**Run 1: I/O nets highlighted**

Scale: 8 px per µm.
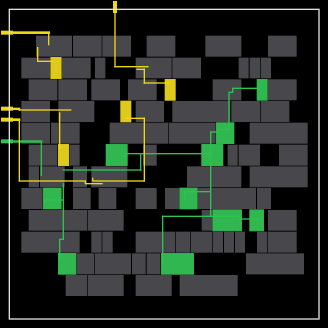
**Run 1: placement density heat map**

Scale: 10 px per µm. The die is cut into 8 by 8 equal tiles; dark blue is low, red is high, 0 to 100% covered.
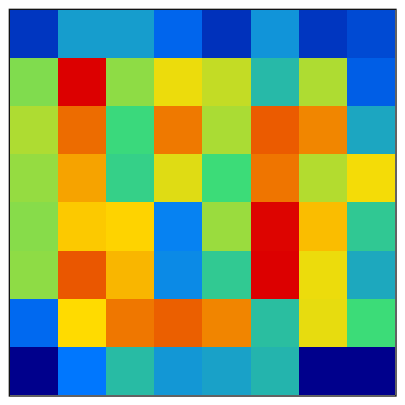
**Run 1: clock distribution**

Scale: 10 px per µm.
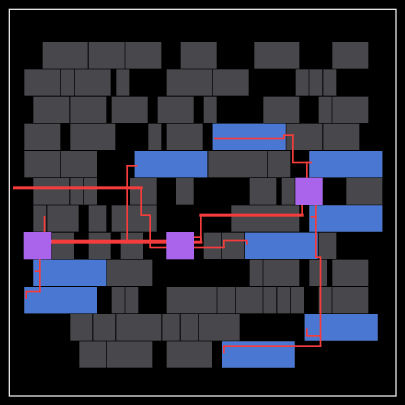
===== config.mk =====
export PLATFORM = sky130hd
export DESIGN_NAME = piso_tx_scheduler
export DESIGN_NICKNAME = d
export VERILOG_FILES = /design/src/rtl/piso_tx_scheduler.sv
export SDC_FILE = /design/constraint.sdc
export NUM_CORES = 1
export LEC_CHECK = 0
export CAP_MARGIN = 20
export CORE_UTILIZATION = 42
export DETAILED_ROUTE_END_ITERATION = 8
export GPL_ROUTABILITY_DRIVEN = 0
export GPL_TIMING_DRIVEN = 0
export HOLD_SLACK_MARGIN = 0.12
export PLACE_DENSITY_LB_ADDON = 0.08
export REMOVE_ABC_BUFFERS = 1
export SYNTH_ARGS = -nofsm -noshare
export SYNTH_HDL_FRONTEND = slang
export SYNTH_SLANG_ARGS = --single-unit
export TNS_END_PERCENT = 30

===== constraint.sdc =====
create_clock -name clk -period 2.7 [get_ports clk]
set_input_delay 0.54 -clock clk [delete_from_list [all_inputs] [get_ports clk]]
set_output_delay 0.54 -clock clk [all_outputs]
set_load 0.01 [all_outputs]

===== src/rtl/piso_tx_scheduler.sv =====
// rtl/piso_tx_scheduler.sv - round-robin scheduler sharing one PISO shift register between requesters
// Launches a new word on idle or on the last serial bit, so consecutive frames stream without gaps.
module piso_tx_scheduler #(
  parameter int WIDTH = 4,
  parameter int NREQ  = 2,
  parameter int IDW   = $clog2(NREQ)
) (
  input  logic                    clk,
  input  logic                    reset,
  input  logic [NREQ-1:0]         req_valid,
  input  logic [NREQ*WIDTH-1:0]   req_data,
  output logic [NREQ-1:0]         req_ready,
  output logic                    piso_load,
  output logic [WIDTH-1:0]        piso_d,
  output logic                    ser_valid,
  output logic                    ser_first,
  output logic                    ser_last,
  output logic [IDW-1:0]          grant_id,
  output logic                    busy
);

  localparam int CW = $clog2(WIDTH + 1);

  typedef enum logic {IDLE, SHIFT} state_t;

  state_t          state, state_next;
  logic [CW-1:0]   cnt, cnt_next;
  logic [IDW-1:0]  ptr, ptr_next;
  logic [IDW-1:0]  gid_next;
  logic            valid_next, first_next, last_next;

  logic [IDW-1:0]  win;
  logic            found;
  logic            launch;

  // Search starts just past the last winner so every requester gets its turn.
  always_comb begin
    found = 1'b0;
    win   = '0;
    for (int k = 1; k <= NREQ; k++) begin
      logic [IDW-1:0] cand;
      cand = IDW'((int'(ptr) + k) % NREQ);
      if (!found && req_valid[cand]) begin
        found = 1'b1;
        win   = cand;
      end
    end
  end

  assign launch = reset && found && ((state == IDLE) || (cnt == CW'(1)));

  always_comb begin
    req_ready = '0;
    piso_load = 1'b0;
    piso_d    = '0;
    if (launch) begin
      req_ready[win] = 1'b1;
      piso_load      = 1'b1;
      piso_d         = req_data[int'(win)*WIDTH +: WIDTH];
    end
  end

  always_comb begin
    state_next = state;
    cnt_next   = cnt;
    ptr_next   = ptr;
    gid_next   = grant_id;
    valid_next = ser_valid;
    first_next = ser_first;
    last_next  = ser_last;
    if (launch) begin
      state_next = SHIFT;
      cnt_next   = CW'(WIDTH);
      ptr_next   = win;
      gid_next   = win;
      valid_next = 1'b1;
      first_next = 1'b1;
      last_next  = (WIDTH == 1);
    end else if (state == SHIFT) begin
      if (cnt == CW'(1)) begin
        state_next = IDLE;
        cnt_next   = '0;
        valid_next = 1'b0;
        first_next = 1'b0;
        last_next  = 1'b0;
      end else begin
        cnt_next   = cnt - CW'(1);
        first_next = 1'b0;
        last_next  = (cnt == CW'(2));
      end
    end
  end

  // Pointer parks on the highest index so requester 0 wins the first arbitration.
  always_ff @(posedge clk) begin
    if (!reset) begin
      state     <= IDLE;
      cnt       <= '0;
      ptr       <= IDW'(NREQ - 1);
      grant_id  <= '0;
      ser_valid <= 1'b0;
      ser_first <= 1'b0;
      ser_last  <= 1'b0;
    end else begin
      state     <= state_next;
      cnt       <= cnt_next;
      ptr       <= ptr_next;
      grant_id  <= gid_next;
      ser_valid <= valid_next;
      ser_first <= first_next;
      ser_last  <= last_next;
    end
  end

  assign busy = ser_valid;

endmodule


==> impl_report.txt, run 1 <==
IMPLEMENTATION SUMMARY REPORT
----------------------------------------------------
[Run status]
  Run status ........................ completed

[CTS]
  Clock transition time at the flip-flop clock pins of the worst setup and hold paths ........................ 0.06 ns
  Post-cts hold-fix buffer tally ........................ 0
  CTS Buffer Depth ........................ 2
  Clock tree from TritonCTS ........................ done
  Number of CTS-inserted buffers ........................ 3
  H-tree level count ........................ 1
  Sink Count ........................ 9
  Number of gates resized after cts ........................ 2
  Buffer count from post-CTS setup fixing ........................ 0
  Clock tree root driver cell ........................ clkbuf_4

[Detailed routing]
  Initial DRT Pass Iterations ........................ 4
  Post-route DRC ........................ 0
  Average wire per cell in the routed design ........................ 10.9 µm
  Number of nets with antenna violations after detailed routing ........................ 0
  Overall via count from detail_route ........................ 516
  Total Routed Length ........................ 1.12 mm
  Average via count per standard cell ........................ 5.06
  Initial DRC count ........................ 4

[Min path]
  Path class of the lowest-slack min-delay path ........................ flop to flop
  Start point of the worst hold path ........................ grant_id$_SDFFE_PN0P_
  Terminating pin of the worst hold path ........................ grant_id$_SDFFE_PN0P_
  Worst hold path depth ........................ 2

[Layout]
  Area growth syn-to-layout ........................ 47.5%
  Leading cell type in the layout, fill and taps excluded ........................ clkdlybuf4s50_1
  Ratio of cells with drive above 1 in the final layout ........................ 11.4%
  Number of nets in the final layout ........................ 104
  Inserted Diodes ........................ 0
  Top Layout Cells ........................ 17 x clkdlybuf4s50_1, 9 x nor2_1, 9 x dfxtp_1, 6 x mux2i_1, 5 x dlymetal6s2s_1

[STA]
  Hold violation count in the final report ........................ 0
  Setup-violating endpoint count in the final report ........................ 0
  Min Tclk post-route ........................ 2.58 ns
  RSZ-0062 raised after global routing ........................ no
  Post-layout period usage of the worst path ........................ 95.7%
  Final count of pins violating max slew ........................ 0
  Post-route clock skew ........................ 0.00104 ns
  Maximum clock frequency ........................ 0.387 GHz
  Slew margin rel. ........................ 76.4%
  Transition at the pin with the smallest max-transition slack ........................ 0.352 ns

[Die]
  IO Pins ........................ 24
  Height of the chip ........................ 38.5 µm
  Die outline area ........................ 1480 µm²
  Die x size ........................ 38.5 µm
  Row cnt ........................ 12

[Power and ir drop]
  Total design power ........................ 370 µW
  Static leakage power ........................ 0.413 nW
  Largest vdd supply drop ........................ 0.000417 V
  Pwr per Cell Area ........................ 447 nW/µm²

[Critical path]
  Crit-path slowest cell ........................ clkdlybuf4s50_1
  Arrival time at the worst endpoint ........................ 2.04 ns
  Cell mode on critical path ........................ clkdlybuf4s50_1
  Critical register-to-register path endpoint ........................ ser_last$_SDFFE_PP0P_
  Delay-heaviest family, CP ........................ buffers and inverters
  Type of origin of the critical path ........................ input pin
  Crit path DRT ........................ 2.16 ns
  CP cell instances ........................ clkdlybuf4s50_1, o21a_1, o21ai_4, nor2_1, clkdlybuf4s50_1
  Buffer-and-inverter tally for the worst setup path ........................ 2
  Cells on worst reg2reg path ........................ 6
  Category of the critical setup timing path ........................ input pin to output port
  Launch instance of the worst register-to-register path ........................ cnt[1]$_SDFFE_PP0P_
  Capturing element type of the critical path ........................ output port
  Setup slack, reg-to-reg ........................ 1.27 ns
  Delay contributed by the slowest stage of the critical path ........................ 0.54 ns
  Maximum net fanout on the critical path ........................ 12

[Run]
  Total number of warnings across the stage logs ........................ 27
  Number of violations of the max-capacitance limit ........................ 0

[Yosys]
  Mean instance size in the synthesized netlist ........................ 8.76 µm²
  Cell total in the yosys stat output ........................ 64
  Seq cells post-synth ........................ 9
  Synthesized cell area ........................ 561 µm²
  Synthesized instance count ........................ 64
  Yosys warnings ........................ 0
  Tally of unique sky130hd cells used after synthesis ........................ 27
  Area reported by Yosys stat ........................ 561 µm²
  Register area share after synthesis ........................ 32.1%

[GRT]
  Grt ovf ........................ 0
  Aggregate global-route resource usage ........................ 17.6%
  Vias in the first global route ........................ 435
  Initial antenna violation count ........................ 0
  Largest net degree at the start of global routing ........................ 13
  First-pass GRT wire length ........................ 1.74 mm

[Placed design]
  Number of input and output port buffers inserted ........................ 23
  Detailed placer's ending HPWL ........................ 827 µm

----------------------------------------------------
-- 'I/O nets highlighted' (at the start) --
- yellow: `piso_d` (direction output; edge 3 left, 1 top; end cells 4; buffers 4; wire 73.9 µm)
- green: `reset` (direction input; edge left; end cells 10; buffers 1; wire 88.0 µm)

-- 'placement density heat map' (at the start) --
- tiles over 75% full: 28%
- mean over tiles: 55%
- fullest tile: 100%
- nearly empty tiles: 4.7%
CORE AREA: 1170 µm²
fp_density: 47.9%
post-route core utilization: 70.6%

-- 'clock distribution' (at the start) --
- red: clock wires (length 140 µm)
- purple: clock drivers (count 3)
- blue: flip-flops (count 9)
- routed clock nets: 4
source-to-sink clock delay at the later pin of the worst-skew pair: 0.26 ns
part of the total power dissipated in the clock network: 29.1%
Clock net power: 108 µW

-- run 1: power breakdown --
part,internal [mW],switching [mW],total (mW)
combinational,0.0612,0.0446,0.106
sequential,0.145,0.0117,0.156
clock,0.0572,0.0504,0.108
total,0.263,0.107,0.370
-- run 1: worst register-to-register path, cell delays in order, from the launching register on --
cell	delay [ns]
dfxtp_1	0.33
inv_1	0.07
ha_1	0.22
nor2b_4	0.16
o21ai_4	0.32
inv_2	0.07
nor3b_1	0.18
-- run 1: cell families after synthesis --
logic type                 share of synthesized area [%]
and+or+nand+nor                                     25.9
AOI/OAI and AO/OA                                   16.5
DFF                                                 32.1
buffers and inverters                               8.04
muxes                                               10.7
adders and majority gates                           6.70
-- run 1: layout make-up --
type | count | area [µm²]
inverter | 5 | 18.8
multi-input combinational | 47 | 343
fill | 91 | 344
tap | 14 | 17.5
clock buffer | 4 | 26.3
timing repair buffer | 23 | 241
sequential | 9 | 180
-- run 1: synth_stat cells --
library cell / number / area [µm²]
dfxtp_1: 9 / 180
nor2_1: 9 / 33.8
mux2i_1: 6 / 60.1
nand2_1: 4 / 15.0
o21ai_0: 4 / 20.0
ha_1: 3 / 37.5
inv_1: 3 / 11.3
a21oi_1: 2 / 10.0
and3_1: 2 / 12.5
buf_4: 2 / 15.0
inv_2: 2 / 7.51
nand2b_1: 2 / 12.5
or2b_1: 2 / 15.0
a21boi_2: 1 / 11.3
and2_1: 1 / 6.26
and4bb_2: 1 / 12.5
buf_6: 1 / 11.3
nand3_1: 1 / 5.00
nor2b_1: 1 / 6.26
nor2b_4: 1 / 13.8
nor3_1: 1 / 5.00
nor3b_1: 1 / 7.51
o21a_1: 1 / 7.51
o21ai_4: 1 / 16.3
o221a_2: 1 / 11.3
o22ai_1: 1 / 6.26
o311a_1: 1 / 10.0
-- run 1: stage by stage --
step	setup slack [ns]	cell area, µm²	std cells	hold slack, ns	TNS (ns)
2_1_floorplan	1.06	534	61	0.483	0
3_3_place_gp	-0.0525	782	98	0.448	-0.284
3_5_place_dp	-0.0656	782	98	0.458	-0.349
4_1_cts	0.0394	815	102	0.467	0
5_1_grt	0.0389	827	102	0.491	0
6_report	0.116	827	102	0.459	0
-- run 1: sequential cells by signal (all words and copies together) (netlist names) --
name,cells
cnt,3
grant_id,1
ser_first,1
state,1
busy,1
ptr,1
ser_last,1
-- run 1: metal layers --
layer,GRT usage (%),share of wire [%]
met1,20.2,49
met2,28.3,44
met3,10.5,6.4
met4,2.59,0
met5,0,0
-- run 1: how the worst max path moves through the flow --
stage                             from           end  slack (ns)  cells after the start
final                     req_valid[1]  req_ready[1]        0.12                      5
after global routing      req_valid[1]  req_ready[0]        0.04                      5
after detailed placement         reset     piso_d[2]       -0.07                      5
after CTS                 req_valid[1]     piso_d[1]        0.04                      5
after global placement           reset     piso_d[1]       -0.05                      5
after floorplan           req_valid[1]     piso_d[0]        1.06                      3
**Run 1: the metal 3 layer**

Scale: 12 px per µm. Cells faint in the background.
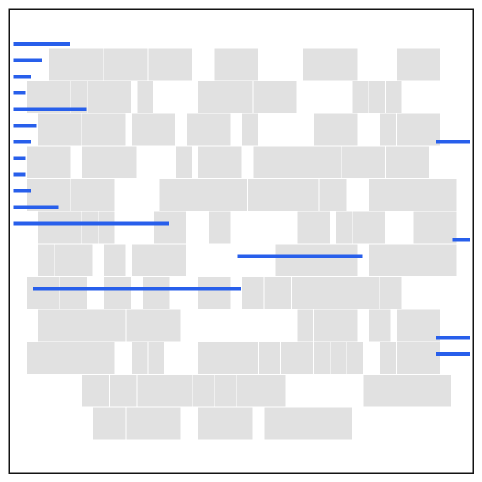

## Run 2: what changed since run 1
- CORE_UTILIZATION: 42 -> 35
**Run 2: the metal 3 layer**

Scale: 12 px per µm. Cells faint in the background.
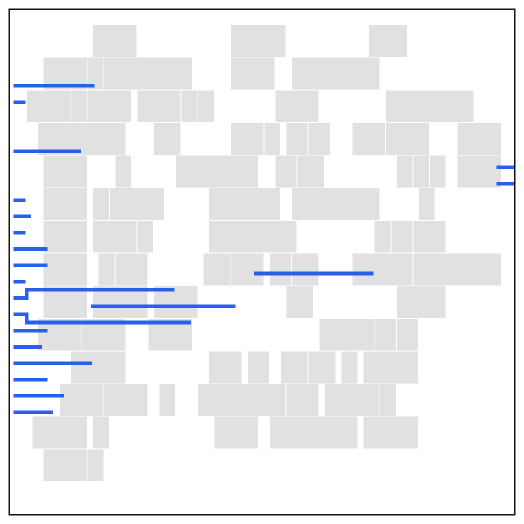
- longest straight run: 13.6 µm
- main direction: horizontal
- nets with wire on the layer: 20

==> run 2 against run 1 <==
Effect of this change: cell count is 2.0% higher; synthesized cell count stayed put; setup slack worse by 0.012 ns; total power is 1.2% higher; first-iteration DRC count is 130% higher; critical path type unchanged; non-clock buffer count stayed put; critical path depth stayed put; wire length is 6.0% higher; combinational power hardly changed; register-to-register slack hardly changed; clock-buffer cell count stayed put.
==> impl_report.txt, run 2 <==
IMPLEMENTATION SUMMARY REPORT
----------------------------------------------------
[Run]
  Total number of warnings across the stage logs ........................ 27
  Number of violations of the max-capacitance limit ........................ 0

[Die]
  Row cnt ........................ 14
  Fp_density ........................ 37.2%
  Height of the chip ........................ 42.0 µm
  CORE AREA ........................ 1510 µm²
  Die x size ........................ 42.0 µm
  IO Pins ........................ 24

[Yosys]
  Synthesized cell area ........................ 561 µm²
  Yosys warnings ........................ 0
  Async set-or-reset flop fraction in the synthesized netlist ........................ 0%
  Synth area leaders ........................ dfxtp_1 32%, mux2i_1 11%, ha_1 6.7%
  Seq cells post-synth ........................ 9
  Number of enable-type register cells in the synthesized netlist ........................ 0
  Register area share after synthesis ........................ 32.1%
  Largest area contributor in the synthesized netlist ........................ dfxtp_1
  Commonest cells post-synth ........................ 9 x dfxtp_1, 9 x nor2_1, 6 x mux2i_1
  Cell total in the yosys stat output ........................ 64
  Area reported by Yosys stat ........................ 561 µm²
  Most instantiated flip-flop cell in the synthesis netlist ........................ dfxtp_1
  Mean instance size in the synthesized netlist ........................ 8.76 µm²
  Synthesized instance count ........................ 64
  Top-area cell share ........................ 32.1%

[STA]
  Setup_tns ........................ 0 ns
  Post-route clock skew ........................ 0.00184 ns
  Min Tclk post-route ........................ 2.60 ns
  Setup-violating endpoint count in the final report ........................ 0
  Final count of pins violating max slew ........................ 0
  Tightest hold margin ........................ 0.466 ns
  Slew margin rel. ........................ 75.6%
  Maximum clock frequency ........................ 0.385 GHz
  Transition at the pin with the smallest max-transition slack ........................ 0.365 ns
  Hold violation count in the final report ........................ 0
  RSZ-0062 raised after global routing ........................ no

[CTS]
  H-tree level count ........................ 1
  Clock transition time at the flip-flop clock pins of the worst setup and hold paths ........................ 0.07 ns
  Sink Count ........................ 9
  Source-to-sink clock delay at the later pin of the worst-skew pair ........................ 0.27 ns
  Number of CTS-inserted buffers ........................ 3
  Clock tree root driver cell ........................ clkbuf_4
  Clock tree from TritonCTS ........................ done
  Post-cts hold-fix buffer tally ........................ 0

[Min path]
  Path class of the lowest-slack min-delay path ........................ flop to flop
  Start point of the worst hold path ........................ grant_id$_SDFFE_PN0P_
  Terminating pin of the worst hold path ........................ grant_id$_SDFFE_PN0P_
  Worst hold path depth ........................ 2

[Detailed routing]
  Overall via count from detail_route ........................ 525
  Total Routed Length ........................ 1.18 mm
  Initial DRT Pass Iterations ........................ 2
  Number of nets with antenna violations after detailed routing ........................ 0
  Average via count per standard cell ........................ 5.05
  Post-route DRC ........................ 0
  Initial DRC count ........................ 9
  Average wire per cell in the routed design ........................ 11.4 µm

[Critical path]
  Type of origin of the critical path ........................ input pin
  Critical register-to-register path endpoint ........................ ser_last$_SDFFE_PP0P_
  Setup slack, reg-to-reg ........................ 1.27 ns
  Cells on worst reg2reg path ........................ 6
  Arrival time at the worst endpoint ........................ 2.06 ns
  Launch instance of the worst register-to-register path ........................ cnt[1]$_SDFFE_PP0P_
  Capturing element type of the critical path ........................ output port
  Crit path DRT ........................ 2.16 ns
  Category of the critical setup timing path ........................ input pin to output port

[Layout]
  Area growth syn-to-layout ........................ 48.0%
  Number of nets in the final layout ........................ 104
  Inserted Diodes ........................ 0
  Leading cell type in the layout, fill and taps excluded ........................ clkdlybuf4s50_1
  Largest register by flop count ........................ cnt
  Flip-flop count of the largest register after layout ........................ 3
  Ratio of cells with drive above 1 in the final layout ........................ 11.4%
  Top Layout Cells ........................ 17 x clkdlybuf4s50_1, 9 x nor2_1, 9 x dfxtp_1, 6 x mux2i_1, 5 x dlymetal6s2s_1

[GRT]
  Vias in the first global route ........................ 488
  Grt ovf ........................ 0
  Aggregate global-route resource usage ........................ 15.9%
  First-pass GRT wire length ........................ 2.03 mm
  Largest net degree at the start of global routing ........................ 13

[Power and ir drop]
  Switching Fraction ........................ 29.7%
  Static leakage power ........................ 0.413 nW
  Net switching power ........................ 111 µW
  Part of the power in registers ........................ 41.8%
  Internal power contribution ........................ 263 µW
  Pwr per Cell Area ........................ 451 nW/µm²
  Part of the total power dissipated in the clock network ........................ 29.8%
  Part of the total power dissipated in combinational logic ........................ 28.4%

[Run status]
  Run status ........................ completed

[Placed design]
  Detailed placer's ending HPWL ........................ 847 µm
  Number of input and output port buffers inserted ........................ 23

----------------------------------------------------
-- run 2: cell families after synthesis --
family | share of synthesized area (%)
adders and majority gates | 6.70
AOI/OAI and AO/OA | 16.5
muxes | 10.7
DFF | 32.1
and+or+nand+nor | 25.9
buffers and inverters | 8.04
-- run 2: what timing repair did --
item	in CTS	in global routing
gates cloned	0	0
endpoints found under the setup margin	7	6
gates resized	2	5
setup buffers	0	0
-- run 2: layer usage --
layer	up-vias	share of wire, %	wire (µm)	track usage (%)
li1	267	-	-	-
met5	-	0	0	0
met2	21	50	589	25.9
met1	235	41	481	16.2
met3	2	7.9	93	8.19
met4	0	1.5	18	9.38
-- run 2: layout make-up --
class / instances / area [µm²]
Timing Repair Buffer: 23 / 241
Clock buffer: 4 / 26.3
Sequential cell: 9 / 180
Inverter: 5 / 18.8
Multi-Input combinational cell: 47 / 343
Tap cell: 16 / 20.0
Fill cell: 153 / 677
-- run 2: worst max path at each step --
stage	start	to	slack (ns)	cells after the start
final	req_valid[1]	req_ready[0]	0.10	5
after global routing	req_valid[1]	req_ready[0]	0.02	5
after CTS	req_valid[1]	piso_d[1]	0.004	5
after detailed placement	reset	req_ready[1]	-0.08	5
after global placement	reset	req_ready[0]	-0.07	5
after floorplan	req_valid[1]	piso_d[0]	1.06	3
-- run 2: power groups by stage --
stage | Combinational (mW) | Clock [mW] | Sequential, mW
after floorplan | 0.0551 | 0 | 0.160
after global routing | 0.118 | 0.121 | 0.158
after CTS | 0.109 | 0.114 | 0.156
after detailed placement | 0.107 | 0 | 0.159
final | 0.106 | 0.111 | 0.156
after global placement | 0.106 | 0 | 0.158
-- run 2: critical path: stages --
cell and delay (ns):
clkdlybuf4s50_1 0.52, o21a_1 0.19, o21ai_4 0.13, nor2_1 0.13
clkdlybuf4s50_1 0.55
-- run 2: per-stage QoR --
stage                     cell area, µm²  utilization (%)  setup WS [ns]  std cells  total power [mW]
after floorplan                      534                -           1.06         61             0.215
final                                830             55.1          0.104        104             0.374
after detailed placement             785             52.1        -0.0755        100             0.266
after global placement               785             52.1        -0.0684        100             0.265
after CTS                            817             54.2        0.00384        104             0.379
after global routing                 830             55.1         0.0158        104             0.397
## Run 3: what changed since run 2
- SLEW_MARGIN: default -> 20
**Run 3: the metal 3 layer**

Scale: 12 px per µm. Cells faint in the background.
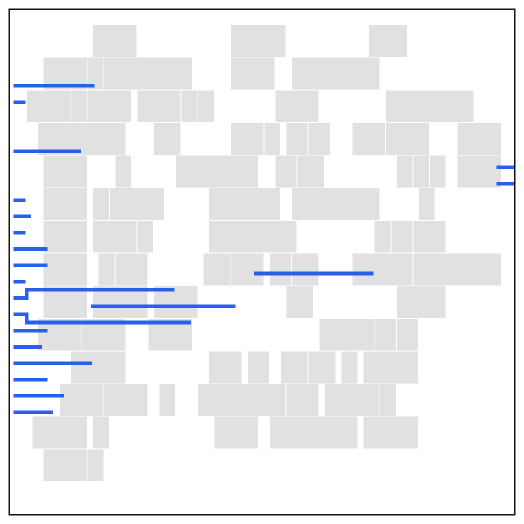
- longest straight run: 13.6 µm
- share of all routed wire: 7.9%
overall via count from detail_route: 525
met3 track demand over resource: 8.19%

==> run 3 against run 2 <==
Effect of this change: via count stayed put; flip-flop count stayed put; cell area stayed put; non-clock buffer count stayed put; critical path type unchanged; maximum frequency stayed put; largest cell class unchanged.
==> impl_report.txt, run 3 <==
IMPLEMENTATION SUMMARY REPORT
----------------------------------------------------
[Run status]
  Run status ........................ completed

[Yosys]
  Most instantiated flip-flop cell in the synthesis netlist ........................ dfxtp_1
  Synthesized instance count ........................ 64
  Seq cells post-synth ........................ 9
  Largest area contributor in the synthesized netlist ........................ dfxtp_1
  Async set-or-reset flop fraction in the synthesized netlist ........................ 0%
  Area reported by Yosys stat ........................ 561 µm²
  Yosys warnings ........................ 0
  Synthesized cell area ........................ 561 µm²
  Tally of unique sky130hd cells used after synthesis ........................ 27
  Number of enable-type register cells in the synthesized netlist ........................ 0
  Register area share after synthesis ........................ 32.1%
  Commonest cells post-synth ........................ 9 x dfxtp_1, 9 x nor2_1, 6 x mux2i_1
  Mean instance size in the synthesized netlist ........................ 8.76 µm²
  Top-area cell share ........................ 32.1%
  Cell total in the yosys stat output ........................ 64

[Detailed routing]
  Number of nets with antenna violations after detailed routing ........................ 0
  Total Routed Length ........................ 1.18 mm
  Initial DRC count ........................ 9
  Post-route DRC ........................ 0
  Average via count per standard cell ........................ 5.05
  Average wire per cell in the routed design ........................ 11.4 µm

[Run]
  Total number of warnings across the stage logs ........................ 27
  Number of violations of the max-capacitance limit ........................ 0

[STA]
  Min Tclk post-route ........................ 2.60 ns
  Hold violation count in the final report ........................ 0
  RSZ-0062 raised after global routing ........................ no
  Setup_tns ........................ 0 ns
  Setup-violating endpoint count in the final report ........................ 0
  Tightest hold margin ........................ 0.466 ns
  Maximum clock frequency ........................ 0.385 GHz

[Placed design]
  Detailed placer's ending HPWL ........................ 847 µm
  Placed cell count ........................ 100

[Layout]
  Inserted Diodes ........................ 0
  Number of nets in the final layout ........................ 104
  Area growth syn-to-layout ........................ 48.0%
  Filler cell count in the final layout ........................ 153
  Flip-flop count of the largest register after layout ........................ 3
  Multi-input gate area in the final layout ........................ 343 µm²
  Register cell area after layout ........................ 180 µm²
  Tally of non-filler cells in the final layout ........................ 104
  Ratio of cells with drive above 1 in the final layout ........................ 11.4%
  Leading cell type in the layout, fill and taps excluded ........................ clkdlybuf4s50_1

[GRT]
  Initial antenna violation count ........................ 0
  Largest net degree at the start of global routing ........................ 13
  Grt ovf ........................ 0
  Aggregate global-route resource usage ........................ 15.9%

[CTS]
  Number of CTS-inserted buffers ........................ 3
  Buffer count from post-CTS setup fixing ........................ 0
  H-tree level count ........................ 1
  Source-to-sink clock delay at the later pin of the worst-skew pair ........................ 0.27 ns
  Clock transition time at the flip-flop clock pins of the worst setup and hold paths ........................ 0.07 ns
  Sink Count ........................ 9

[Critical path]
  Crit path DRT ........................ 2.16 ns
  Delay-heaviest family, CP ........................ buffers and inverters
  Type of origin of the critical path ........................ input pin
  Capturing element type of the critical path ........................ output port
  Delay contributed by the slowest stage of the critical path ........................ 0.55 ns
  Launch instance of the worst register-to-register path ........................ cnt[1]$_SDFFE_PP0P_
  Cell mode on critical path ........................ clkdlybuf4s50_1
  Maximum net fanout on the critical path ........................ 12

[Min path]
  Start point of the worst hold path ........................ grant_id$_SDFFE_PN0P_

[Die]
  Height of the chip ........................ 42.0 µm
  Fp_density ........................ 37.2%
  Die outline area ........................ 1770 µm²
  Die x size ........................ 42.0 µm
  IO Pins ........................ 24

[Power and ir drop]
  Largest vdd supply drop ........................ 0.000325 V
  Part of the total power dissipated in combinational logic ........................ 28.4%
  Internal power contribution ........................ 263 µW
  Pwr per Cell Area ........................ 451 nW/µm²
  Static leakage power ........................ 0.413 nW
  Part of the total power dissipated in the clock network ........................ 29.8%

----------------------------------------------------
## run 3: metrics by stage
stage / total power, mW / cell area (µm²) / setup slack, ns / util (%)
detailed placement: 0.266 / 785 / -0.0755 / 52.1
finish: 0.374 / 830 / 0.104 / 55.1
CTS: 0.379 / 817 / 0.00384 / 54.2
global placement: 0.265 / 785 / -0.0684 / 52.1
global route: 0.397 / 830 / 0.0158 / 55.1
floorplan: 0.215 / 534 / 1.06 / -
## run 3: final timing paths
check                                        endpoint  slack (ns)  cells past startpoint
worst min-delay path            grant_id$_SDFFE_PN0P_        0.47                      2
worst min register to register  grant_id$_SDFFE_PN0P_        0.47                      2
worst max register to register  ser_last$_SDFFE_PP0P_        1.27                      6
worst max-delay path                     req_ready[0]        0.10                      5
## run 3: layout make-up
type,count,share of cell area (%)
Clock buffer,4,3.17
Inverter,5,2.26
Multi-Input combinational cell,47,41.3
Sequential cell,9,21.7
Tap cell,16,2.41
Timing Repair Buffer,23,29.1
## run 3: timing repair
item                       CTS  global route
setup endpoints to repair    7             6
hold endpoints to repair     0             0
pin swaps                    0             0
gates resized                2             5
hold buffers                 0             0
## run 3: cells by family after synthesis
group,share of synthesized area (%)
buf+inv,8.04
mux,10.7
simple gates,25.9
compound gates,16.5
flops,32.1
fa+ha+maj,6.70
## run 3: worst register-to-register path, cell delays in order, from the launching register on
cell,delay (ns)
dfxtp_1,0.33
inv_1,0.07
ha_1,0.22
nor2b_4,0.16
o21ai_4,0.32
inv_2,0.07
nor3b_1,0.18
## run 3: metal layers
metal | vias to the layer above | global-route usage [%] | share of wire [%]
met5 | - | 0 | 0
met4 | 0 | 9.38 | 1.5
met3 | 2 | 8.19 | 7.9
met2 | 21 | 25.9 | 50
met1 | 235 | 16.2 | 41
li1 | 267 | - | -
## run 3: power by group through the flow
stage               Sequential [mW]  Combinational [mW]  Clock [mW]
floorplan                     0.160              0.0551           0
global placement              0.158               0.106           0
detailed placement            0.159               0.107           0
CTS                           0.156               0.109       0.114
global route                  0.158               0.118       0.121
finish                        0.156               0.106       0.111
No activity file was given, so power comes from the tool's default toggle rates.
